<file path="config.mk">
export PLATFORM = sky130hd
export DESIGN_NAME = uart_tx_fifo
export DESIGN_NICKNAME = d
export VERILOG_FILES = /design/src/rtl/uart_tx_fifo.sv
export SDC_FILE = /design/constraint.sdc
export NUM_CORES = 1
export LEC_CHECK = 0
export CAP_MARGIN = 20
export CORE_MARGIN = 10
export CORE_UTILIZATION = 64
export CTS_CLUSTER_SIZE = 40
export DETAILED_ROUTE_END_ITERATION = 8
export GPL_TIMING_DRIVEN = 0
export PLACE_DENSITY = 0.87
export SLEW_MARGIN = 10
export SYNTH_ARGS = -nofsm -noshare
export SYNTH_HDL_FRONTEND = slang
export SYNTH_SLANG_ARGS = --single-unit
</file>
<file path="constraint.sdc">
create_clock -name clk -period 4.8 [get_ports clk]
set_input_delay 0.96 -clock clk [delete_from_list [all_inputs] [get_ports clk]]
set_output_delay 0.96 -clock clk [all_outputs]
set_load 0.05 [all_outputs]
</file>
<file path="src/rtl/uart_tx_fifo.sv">
// UART transmitter with a small transmit FIFO, configurable data width, parity and stop bits.
// Define UART_TX_BREAK_EN to add the tx_break input and the BREAK/guard states.
module uart_tx_fifo #(
    parameter int unsigned CLK_FREQ   = 12000000,
    parameter int unsigned BAUD       = 115200,
    parameter int unsigned DATA_BITS  = 8,
    parameter int unsigned PARITY     = 0,
    parameter int unsigned STOP_BITS  = 1,
    parameter int unsigned FIFO_DEPTH = 4
) (
    input  logic                              clk,
    input  logic                              rst,
`ifdef UART_TX_BREAK_EN
    input  logic                              tx_break,
`endif
    input  logic [DATA_BITS-1:0]              tx_data,
    input  logic                              tx_valid,
    output logic                              tx_ready,
    output logic                              txd,
    output logic                              tx_busy,
    output logic [$clog2(FIFO_DEPTH+1)-1:0]   fifo_count
);

    localparam int unsigned CLKS_PER_BIT = CLK_FREQ / BAUD;
    localparam int unsigned CNT_W        = (CLKS_PER_BIT > 1) ? $clog2(CLKS_PER_BIT) : 1;
    localparam int unsigned PTR_W        = $clog2(FIFO_DEPTH);
    localparam int unsigned CW           = $clog2(FIFO_DEPTH + 1);

    generate
        if (DATA_BITS < 5 || DATA_BITS > 9) begin : g_bad_data_bits
            $error("uart_tx_fifo: DATA_BITS must be 5..9");
        end
        if (PARITY > 2) begin : g_bad_parity
            $error("uart_tx_fifo: PARITY must be 0, 1 or 2");
        end
        if (STOP_BITS < 1 || STOP_BITS > 2) begin : g_bad_stop_bits
            $error("uart_tx_fifo: STOP_BITS must be 1 or 2");
        end
        if (FIFO_DEPTH < 2 || (FIFO_DEPTH & (FIFO_DEPTH - 1)) != 0) begin : g_bad_depth
            $error("uart_tx_fifo: FIFO_DEPTH must be a power of 2, at least 2");
        end
        if (CLKS_PER_BIT < 1) begin : g_bad_baud
            $error("uart_tx_fifo: BAUD must not exceed CLK_FREQ");
        end
    endgenerate

`ifdef UART_TX_BREAK_EN
    typedef enum logic [2:0] {
        StIdle, StStart, StData, StParity, StStop, StBreak, StGuard
    } state_t;
`else
    typedef enum logic [2:0] {
        StIdle, StStart, StData, StParity, StStop
    } state_t;
`endif

    state_t               state;
    logic [CNT_W-1:0]     baud_cnt;
    logic [3:0]           bit_cnt;
    logic [DATA_BITS-1:0] shreg;
    logic                 par_bit;

    logic [DATA_BITS-1:0] mem [FIFO_DEPTH];
    logic [PTR_W-1:0]     wr_ptr;
    logic [PTR_W-1:0]     rd_ptr;
    logic [DATA_BITS-1:0] head;

    logic push;
    logic pop;
    logic baud_end;
    logic data_last;
    logic stop_last;
    logic break_req;

`ifdef UART_TX_BREAK_EN
    assign break_req = tx_break;
`else
    assign break_req = 1'b0;
`endif

    assign tx_ready  = (fifo_count != CW'(FIFO_DEPTH));
    assign push      = tx_valid && tx_ready;
    assign head      = mem[rd_ptr];
    assign baud_end  = (baud_cnt == CNT_W'(CLKS_PER_BIT - 1));
    assign data_last = (bit_cnt == 4'(DATA_BITS - 1));
    assign stop_last = (bit_cnt == 4'(STOP_BITS - 1));

    // A pending break always wins over starting the next frame.
    always_comb begin
        pop = 1'b0;
        if (fifo_count != '0 && !break_req) begin
            case (state)
                StIdle:  pop = 1'b1;
                StStop:  pop = baud_end && stop_last;
                default: pop = 1'b0;
            endcase
        end
    end

    always_ff @(posedge clk) begin
        if (push) begin
            mem[wr_ptr] <= tx_data;
        end
    end

    always_ff @(posedge clk or posedge rst) begin
        if (rst) begin
            wr_ptr     <= '0;
            rd_ptr     <= '0;
            fifo_count <= '0;
        end else begin
            if (push) begin
                wr_ptr <= wr_ptr + PTR_W'(1);
            end
            if (pop) begin
                rd_ptr <= rd_ptr + PTR_W'(1);
            end
            case ({push, pop})
                2'b10:   fifo_count <= fifo_count + CW'(1);
                2'b01:   fifo_count <= fifo_count - CW'(1);
                default: fifo_count <= fifo_count;
            endcase
        end
    end

    always_ff @(posedge clk or posedge rst) begin
        if (rst) begin
            state    <= StIdle;
            baud_cnt <= '0;
            bit_cnt  <= '0;
            shreg    <= '0;
            par_bit  <= 1'b0;
            txd      <= 1'b1;
            tx_busy  <= 1'b0;
        end else if (pop) begin
            // Start bit goes out on the same edge the head entry is taken.
            state    <= StStart;
            baud_cnt <= '0;
            bit_cnt  <= '0;
            shreg    <= head;
            par_bit  <= (PARITY == 1) ? ~^head : ^head;
            txd      <= 1'b0;
            tx_busy  <= 1'b1;
        end else begin
            case (state)
                StIdle: begin
                    baud_cnt <= '0;
                    bit_cnt  <= '0;
`ifdef UART_TX_BREAK_EN
                    if (break_req) begin
                        state   <= StBreak;
                        txd     <= 1'b0;
                        tx_busy <= 1'b1;
                    end
`endif
                end
                StStart: begin
                    if (baud_end) begin
                        baud_cnt <= '0;
                        bit_cnt  <= '0;
                        txd      <= shreg[0];
                        shreg    <= {1'b0, shreg[DATA_BITS-1:1]};
                        state    <= StData;
                    end else begin
                        baud_cnt <= baud_cnt + CNT_W'(1);
                    end
                end
                StData: begin
                    if (baud_end) begin
                        baud_cnt <= '0;
                        if (data_last) begin
                            bit_cnt <= '0;
                            if (PARITY != 0) begin
                                state <= StParity;
                                txd   <= par_bit;
                            end else begin
                                state <= StStop;
                                txd   <= 1'b1;
                            end
                        end else begin
                            bit_cnt <= bit_cnt + 4'd1;
                            txd     <= shreg[0];
                            shreg   <= {1'b0, shreg[DATA_BITS-1:1]};
                        end
                    end else begin
                        baud_cnt <= baud_cnt + CNT_W'(1);
                    end
                end
                StParity: begin
                    if (baud_end) begin
                        baud_cnt <= '0;
                        bit_cnt  <= '0;
                        state    <= StStop;
                        txd      <= 1'b1;
                    end else begin
                        baud_cnt <= baud_cnt + CNT_W'(1);
                    end
                end
                StStop: begin
                    if (baud_end) begin
                        baud_cnt <= '0;
                        if (stop_last) begin
                            bit_cnt <= '0;
`ifdef UART_TX_BREAK_EN
                            if (break_req) begin
                                state <= StBreak;
                                txd   <= 1'b0;
                            end else begin
                                state   <= StIdle;
                                tx_busy <= 1'b0;
                            end
`else
                            state   <= StIdle;
                            tx_busy <= 1'b0;
`endif
                        end else begin
                            bit_cnt <= bit_cnt + 4'd1;
                        end
                    end else begin
                        baud_cnt <= baud_cnt + CNT_W'(1);
                    end
                end
`ifdef UART_TX_BREAK_EN
                StBreak: begin
                    baud_cnt <= '0;
                    if (!break_req) begin
                        state <= StGuard;
                        txd   <= 1'b1;
                    end
                end
                StGuard: begin
                    if (baud_end) begin
                        baud_cnt <= '0;
                        state    <= StIdle;
                        tx_busy  <= 1'b0;
                    end else begin
                        baud_cnt <= baud_cnt + CNT_W'(1);
                    end
                end
`endif
                default: begin
                    state   <= StIdle;
                    txd     <= 1'b1;
                    tx_busy <= 1'b0;
                end
            endcase
        end
    end

endmodule

</file>
layer_met1.png
Supply wires on this layer in grey.
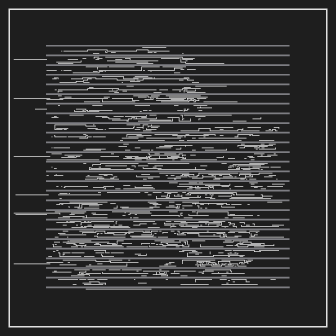
main direction: horizontal
wire length on this layer: 2650 µm
share of all routed wire: 43%
longest straight run: 21.6 µm

layer_met2.png
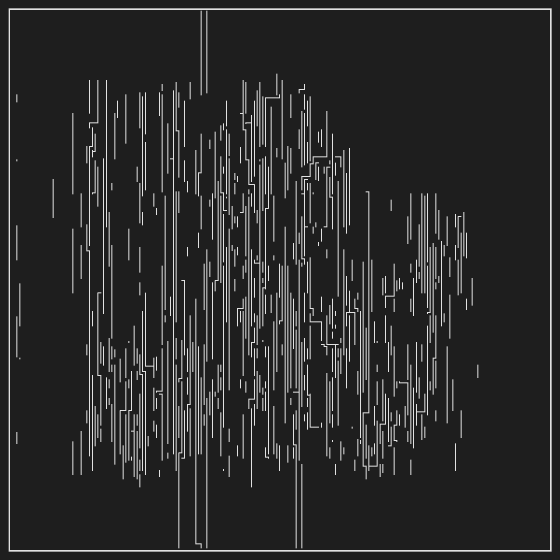
wire length on this layer: 3000 µm
nets with wire on the layer: 250

layer_met3.png
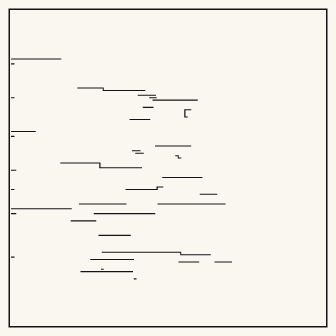
main direction: horizontal
longest straight run: 22.1 µm
wire length on this layer: 294 µm
nets with wire on the layer: 26
share of all routed wire: 4.8%

==> results.yml <==
# flow metrics
critical_path:
  cp_max_fo: 10
  crit_start: "bit_cnt[0]$_DFFE_PP0P_"
  timing.rr.end: "fifo_count[2]$_DFFE_PP0P_"
  path_class: "flip-flop to flip-flop"
  path_buffers: 3
  rr_startpoint: "bit_cnt[0]$_DFFE_PP0P_"
  slowest_delay_ps: 480
  timing.critical_path.to: "fifo_count[2]$_DFFE_PP0P_"
  path_delay_family: "simple AND/OR/NAND/NOR gates"
synthesis:
  mux_share_pct: 6.62
  yosys-top-cells-count: "32 x edfxtp_1, 30 x dfrtp_1, 16 x o21ai_0"
  top_area_cell: "edfxtp_1"
  ys_ff: 63
  synth-edff-count: 32
  yosys_warnings: 0
  syn_avg_cell_area_um2: 12.6
  yosys-top-cells-area: "edfxtp_1 32%, dfrtp_1 25%, mux4_2 5.9%"
  synth_cells: 242
  syn_nets: 262
  ys.flop_type: "edfxtp_1"
sta:
  maxSlewHeadroom_pct: 50.6
  finClkSkew_ps: 4.14
  fin_setup_tns_ps: 0
  slew_violations: 0
  tightest_slew_ps: 740
  setup_viol: 0
  final_hold_viol_count: 0
  min_period_ps: 3100
  rsz0062_at_grt: "false"
grt:
  grt_pass1_wl_mm: 10.4
  grt_use_met3_pct: 5.83
  grt_overflow: 0
  track_usage_pct: 17.5
  grt_use_met2_pct: 27.1
  grt_max_degree: 17
  busiest_layer: "met2"
routing:
  wl_met2_mm: 3.00
  drtAntennaViolNets: 0
  vias: 2067
  drt_wl_total_mm: 6.11
  m1WireLength_mm: 2.65
  wl_met3_um: 293
power:
  intPower_mw: 1.31
  comb-power_mw: 0.669
  powerDensity_nw_per_um2: 562
  ir_drop_v: 0.000424
  p_seq_share_pct: 40.8
  comb_power_share_pct: 33.9
  maxPowerGroup: "sequential cells"
  p_sw_share_pct: 33.9
  power.net_switching_mw: 0.669
placement:
  dpl.hpwl_mm: 4.08
  port_buffers: 16
  placed_cells: 313
  dp_slack_ps: 1820
clock_network:
  cts_hold_buffers: 0
  cts_tree: "yes"
  cts_buffer_depth: 2
  cts-resized-gates: 0
cells_and_area:
  n_antenna_cell: 0
  multi_input_comb_cells: 154
  comb_area_um2: 1190
  final-seq-area_um2: 1740
  sh_comb_area_pct: 33.9
  clkbuf_count: 11
  buffers: 28
floorplanning:
  fp_util_pct: 65.3
  die-width_um: 88.9
  design.core.area_um2: 4660
  taps: 54
  pin_count: 17
job:
  warnings: 30
outcome:
  outcome: "complete, no violations"
hold_path:
  hp-class: "flip-flop to flip-flop"
## worst min path at each step
| stage | startpoint | end | slack (ps) | depth (start not counted) |
|---|---|---|---|---|
| 6_report | txd$_DFFE_PP1P_ | txd$_DFFE_PP1P_ | 510 | 2 |
| 5_1_grt | txd$_DFFE_PP1P_ | txd$_DFFE_PP1P_ | 550 | 2 |
| 4_1_cts | txd$_DFFE_PP1P_ | txd$_DFFE_PP1P_ | 510 | 2 |
| 3_5_place_dp | txd$_DFFE_PP1P_ | txd$_DFFE_PP1P_ | 500 | 2 |
| 3_3_place_gp | txd$_DFFE_PP1P_ | txd$_DFFE_PP1P_ | 500 | 2 |
| 2_1_floorplan | baud_cnt[5]$_DFFE_PP0P_ | baud_cnt[5]$_DFFE_PP0P_ | 500 | 2 |
Power figures rest on the tool's default switching activity, not on a simulated workload.
